File: config.mk
export PLATFORM = sky130hd
export DESIGN_NAME = port_fwd_pipe
export DESIGN_NICKNAME = d
export VERILOG_FILES = /design/src/rtl/port_fwd_pipe.sv
export SDC_FILE = /design/constraint.sdc
export NUM_CORES = 1
export LEC_CHECK = 0
export ABC_AREA = 1
export CAP_MARGIN = 20
export CORE_MARGIN = 3
export CORE_UTILIZATION = 38
export DETAILED_ROUTE_END_ITERATION = 7
export GPL_ROUTABILITY_DRIVEN = 0
export PLACE_DENSITY = 0.66
export SYNTH_ARGS = -nofsm -noshare
export SYNTH_HDL_FRONTEND = slang
export SYNTH_SLANG_ARGS = --single-unit
File: constraint.sdc
create_clock -name clk -period 1.14 [get_ports clk]
set_input_delay 0.114 -clock clk [delete_from_list [all_inputs] [get_ports clk]]
set_output_delay 0.114 -clock clk [all_outputs]
set_load 0.02 [all_outputs]
File: src/rtl/port_fwd_pipe.sv
// Multi-channel elastic register pipeline with per-transfer channel tie-off,
// output change pulses and a wrapping output-transfer counter.

module port_fwd_lane #(
  parameter int unsigned      WIDTH = 1,
  parameter logic [WIDTH-1:0] TIE_W = '0
) (
  input  logic             tie,
  input  logic [WIDTH-1:0] din,
  output logic [WIDTH-1:0] dout,
  input  logic [WIDTH-1:0] cur,
  input  logic [WIDTH-1:0] prev,
  output logic             chg
);
  assign dout = tie ? TIE_W : din;
  assign chg  = (cur != prev);
endmodule

module port_fwd_pipe #(
  parameter int unsigned WIDTH   = 1,
  parameter int unsigned NCH     = 2,
  parameter int unsigned DEPTH   = 2,
  parameter int unsigned TIE_VAL = 0,
  parameter int unsigned CNT_W   = 8
) (
  input  logic                 clk,
  input  logic                 rst_n,
  input  logic                 in_valid,
  output logic                 in_ready,
  input  logic [NCH*WIDTH-1:0] in_data,
  input  logic [NCH-1:0]       tie_mask,
  output logic                 out_valid,
  input  logic                 out_ready,
  output logic [NCH*WIDTH-1:0] out_data,
  output logic [NCH-1:0]       out_chg,
  output logic [CNT_W-1:0]     xfer_cnt
);
  localparam int unsigned      DW    = NCH * WIDTH;
  localparam logic [WIDTH-1:0] TIE_W = WIDTH'(TIE_VAL);

  logic [DEPTH-1:0]         vld_pipe;
  logic [DEPTH-1:0][DW-1:0] stg;
  logic [DEPTH-1:0]         vld_src;
  logic [DEPTH-1:0][DW-1:0] dat_src;
  logic [DEPTH:0]           rdy;
  logic [DW-1:0]            in_word;
  logic [DW-1:0]            hist;
  logic [NCH-1:0]           chg_nxt;
  logic                     xfer;

  for (genvar c = 0; c < NCH; c++) begin : g_lane
    port_fwd_lane #(.WIDTH(WIDTH), .TIE_W(TIE_W)) u_lane (
      .tie  (tie_mask[c]),
      .din  (in_data[c*WIDTH +: WIDTH]),
      .dout (in_word[c*WIDTH +: WIDTH]),
      .cur  (out_data[c*WIDTH +: WIDTH]),
      .prev (hist[c*WIDTH +: WIDTH]),
      .chg  (chg_nxt[c])
    );
  end

  // Stage k is ready when it or any stage downstream of it holds a bubble;
  // expressed without a chain so rdy never feeds itself.
  always_comb begin
    rdy        = '0;
    rdy[DEPTH] = out_ready;
    for (int k = 0; k < DEPTH; k++) begin
      rdy[k] = out_ready;
      for (int j = k; j < DEPTH; j++)
        if (!vld_pipe[j]) rdy[k] = 1'b1;
    end
  end

  always_comb begin
    vld_src    = '0;
    dat_src    = '0;
    vld_src[0] = in_valid;
    dat_src[0] = in_word;
    for (int k = 1; k < DEPTH; k++) begin
      vld_src[k] = vld_pipe[k-1];
      dat_src[k] = stg[k-1];
    end
  end

  assign in_ready  = rdy[0];
  assign out_valid = vld_pipe[DEPTH-1];
  assign out_data  = stg[DEPTH-1];
  assign xfer      = out_valid && out_ready;

  // Data only moves with a valid word so an emptied stage keeps its last value.
  always_ff @(posedge clk or negedge rst_n) begin
    if (!rst_n) begin
      vld_pipe <= '0;
      stg      <= '0;
    end else begin
      for (int k = 0; k < DEPTH; k++) begin
        if (rdy[k]) begin
          vld_pipe[k] <= vld_src[k];
          if (vld_src[k]) stg[k] <= dat_src[k];
        end
      end
    end
  end

  always_ff @(posedge clk or negedge rst_n) begin
    if (!rst_n) begin
      hist     <= '0;
      out_chg  <= '0;
      xfer_cnt <= '0;
    end else begin
      out_chg <= xfer ? chg_nxt : '0;
      if (xfer) begin
        hist     <= out_data;
        xfer_cnt <= xfer_cnt + 1'b1;
      end
    end
  end
endmodule

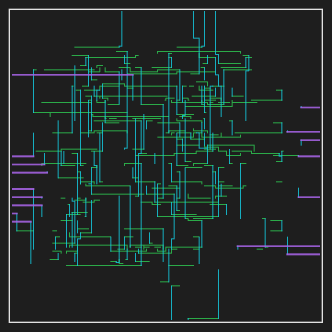
wires.png
(6 px per um)
layer	colour	wire length
metal 1	green	655 um
metal 3	purple	88.5 um
metal 2	cyan	605 um
Routed wire per std cell: 9.35 um
final WL: 1.35 mm
via count: 619
gr usage total: 11.6%

==> ci_impl_report.md <==
### Yosys + OpenROAD results

| Metric | Value |
|---|---|
| Hold bufs inserted after CTS | `0` |
| Chip area | `0.00270 mm2` |
| CP Max Fanout | `7` |
| Crit share post-route | `98.7%` |
| Total CTS buffers | `3` |
| Final worst setup slack | `0.0153 ns` |
| Site Rows | `15` |
| Initial drt markers | `6` |
| Clk_lat worst skew | `0.29 ns` |
| Synth Area per Inst | `9.66 um2` |
| Root Buffer | `clkbuf_4` |
| Max rail drop VDD | `0.00114 V` |
| Sink Count | `18` |
| Hold Path Class | `primary input to asynchronous set/reset pin` |
| Placed cell area | `0.00113 mm2` |
| Vias in the first global route | `592` |
| TNS Setup | `0 ns` |
| Fin nets | `129` |
| Routed vias/inst | `4.30` |
| First-pass GRT wire length | `2.37 mm` |
| Reg2reg path depth | `3` |
| Die Wd | `51.9 um` |
| Syn. warnings | `0` |
| CTS tree | `yes` |
| Initial antenna violation count | `0` |
| Total core area | `0.00186 mm2` |
| CP required | `1.32 ns` |
| Commonest Layout Cell | `nand2_1` |
| Worst slack, placed | `-0.304 ns` |
| Synth cell types | `15` |
| IO Port Bufs | `21` |
| Tool warnings | `29` |
| Slew HR | `84.7%` |
| Dpl hpwl | `1.03 mm` |
| Post-synth regs | `18` |
| Initial Util | `43.2%` |
| Max_cap viols | `0` |
| Layout cell share with drive strength beyond 1 | `27.7%` |
| Crit-path cells | `buf_4 > nand2_8 > mux2_2` |
| Final core occ | `62.8%` |
| DIE HEIGHT | `51.9 um` |
| Largest net degree at the start of global routing | `19` |
| Drt drc | `0` |
| Worst Max-Slew Pin Slew | `0.230 ns` |
| Antenna Nets Post-Route | `0` |
| Clock Skews | `0.00360 ns` |
| Final setup fails | `0` |
| CP endpoint kind | `flop` |
| Seq share, synth | `56.2%` |
| CTS max path bufs | `2` |
| GR Overflow Total | `0` |
| CP arrival | `1.30 ns` |
| Top Ports | `22` |
| Yosys Instances | `83` |
| CP peak stage delay | `0.42 ns` |
| Final slew viol count | `0` |
| Final tally of hold violations | `0` |
| Startpoint types | `flop` |
| N_diodes | `0` |
| Critical-path top delay cell | `dfrtp_1` |
| Cells after synthesis | `83` |
| Post-route cell area | `0.00117 mm2` |
| Yosys chip area | `802 um2` |
| Synth-to-layout area growth | `45.6%` |
| Post-Syn Area | `802 um2` |
| Reg clk slew, reported paths | `0.10 ns` |
| WS Path Type | `flop to flop` |
| Status | `complete, no violations` |
| RSZ-0062 raised after global routing | `yes` |
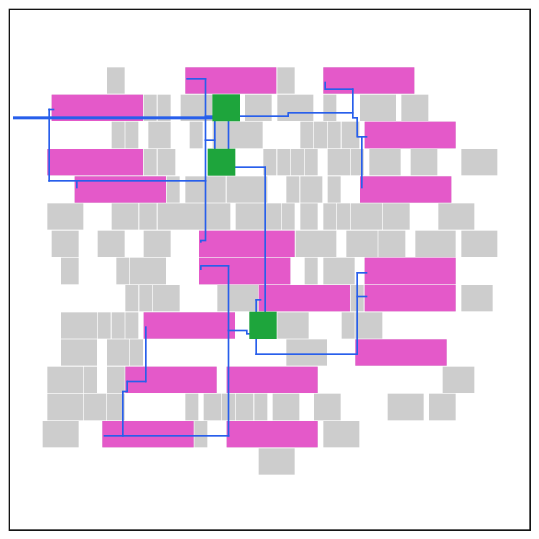
clk_routes.png
(10 px per um)
[clock drivers] green | count: 3
[flip-flops] magenta | count: 18
[clock wires] blue | length: 200 um
routed clock nets	4

synthesized netlist by cell type (all sizes together):
| master | count | area share, % |
|---|---|---|
| mux2 | 3 | 4.2 |
| o21ai | 4 | 2.5 |
| xnor2 | 4 | 4.4 |
| ha | 1 | 1.6 |
| nand4 | 4 | 3.1 |
| buf | 2 | 1.9 |
| nand2 | 19 | 9.2 |
| dfrtp | 18 | 56 |
| xor2 | 2 | 2.2 |
| a21oi | 1 | 0.62 |
| nand3 | 4 | 2.5 |
| nor2 | 7 | 5.1 |
| inv | 14 | 6.6 |
layer usage:
| layer | GRT usage (%) | wire, um | vias to the layer above |
|---|---|---|---|
| li1 | - | - | 327 |
| met1 | 14.4 | 654 | 276 |
| met2 | 19.5 | 604 | 16 |
| met3 | 2.01 | 88 | 0 |
| met4 | 5.24 | 0 | 0 |
| met5 | 0 | 0 | - |
worst max-delay path, delay by kind of cell (launching register included):
kind	cells	cell delay (ns)
buffers and inverters	1	0.17
muxes	1	0.33
and+or+nand+nor	1	0.10
DFF	1	0.42
cell families after synthesis:
group	synth area share, %
AOI/OAI and AO/OA	3.12
buffers and inverters	8.42
muxes	4.21
DFF	56.2
and+or+nand+nor	20.0
xor gates and xnor gates	6.55
adders and majority gates	1.56
sequential cells by signal, summed over array words and instances (netlist names):
name / count
xfer_cnt: 8
dat_src: 2
hist: 2
out_chg: 2
out_data: 2
vld_pipe: 2
worst paths after layout:
kind                                          from                       to  slack, ns
min in group clk                        in_data[1]   dat_src[3]$_DFFE_PN0P_       0.40
max in group asynchronous                    rst_n  xfer_cnt[0]$_DFFE_PN0P_       0.79
setup reg to reg           vld_pipe[1]$_DFFE_PN0P_      hist[1]$_DFFE_PN0P_       0.02
hold reg to reg            xfer_cnt[7]$_DFFE_PN0P_  xfer_cnt[7]$_DFFE_PN0P_       0.51
setup / recovery           vld_pipe[1]$_DFFE_PN0P_      hist[1]$_DFFE_PN0P_       0.02
hold / removal                               rst_n  xfer_cnt[1]$_DFFE_PN0P_       0.14
where the power goes:
group | internal (uW) | total [uW] | switching, uW
combinational | 524 | 1100 | 575
sequential | 829 | 951 | 122
clock | 194 | 384 | 190
area by class of cell:
type                    instances  area [um2]
multi-input cells              49         305
flip-flops and latches         18         453
inverters                      14        52.6
fillers                       150         691
clock buffers                   4        36.3
well taps                      25        31.3
repair buffers                 34         289
timing repair:
item | in CTS | in global routing
gates cloned | 0 | 0
pin swaps | 0 | 0
gates resized | 25 | 13
endpoints found under the setup margin | 17 | 18
buffers inserted | 1 | 0
per-stage QoR:
stage / hold slack (ns) / power [uW] / cells
2_1_floorplan: -0.182 / 1570 / 83
3_3_place_gp: 0.464 / 2110 / 139
3_5_place_dp: 0.462 / 2120 / 139
4_1_cts: 0.139 / 2440 / 144
5_1_grt: 0.160 / 2610 / 144
6_report: 0.140 / 2430 / 144
Power figures rest on the tool's default switching activity, not on a simulated workload.
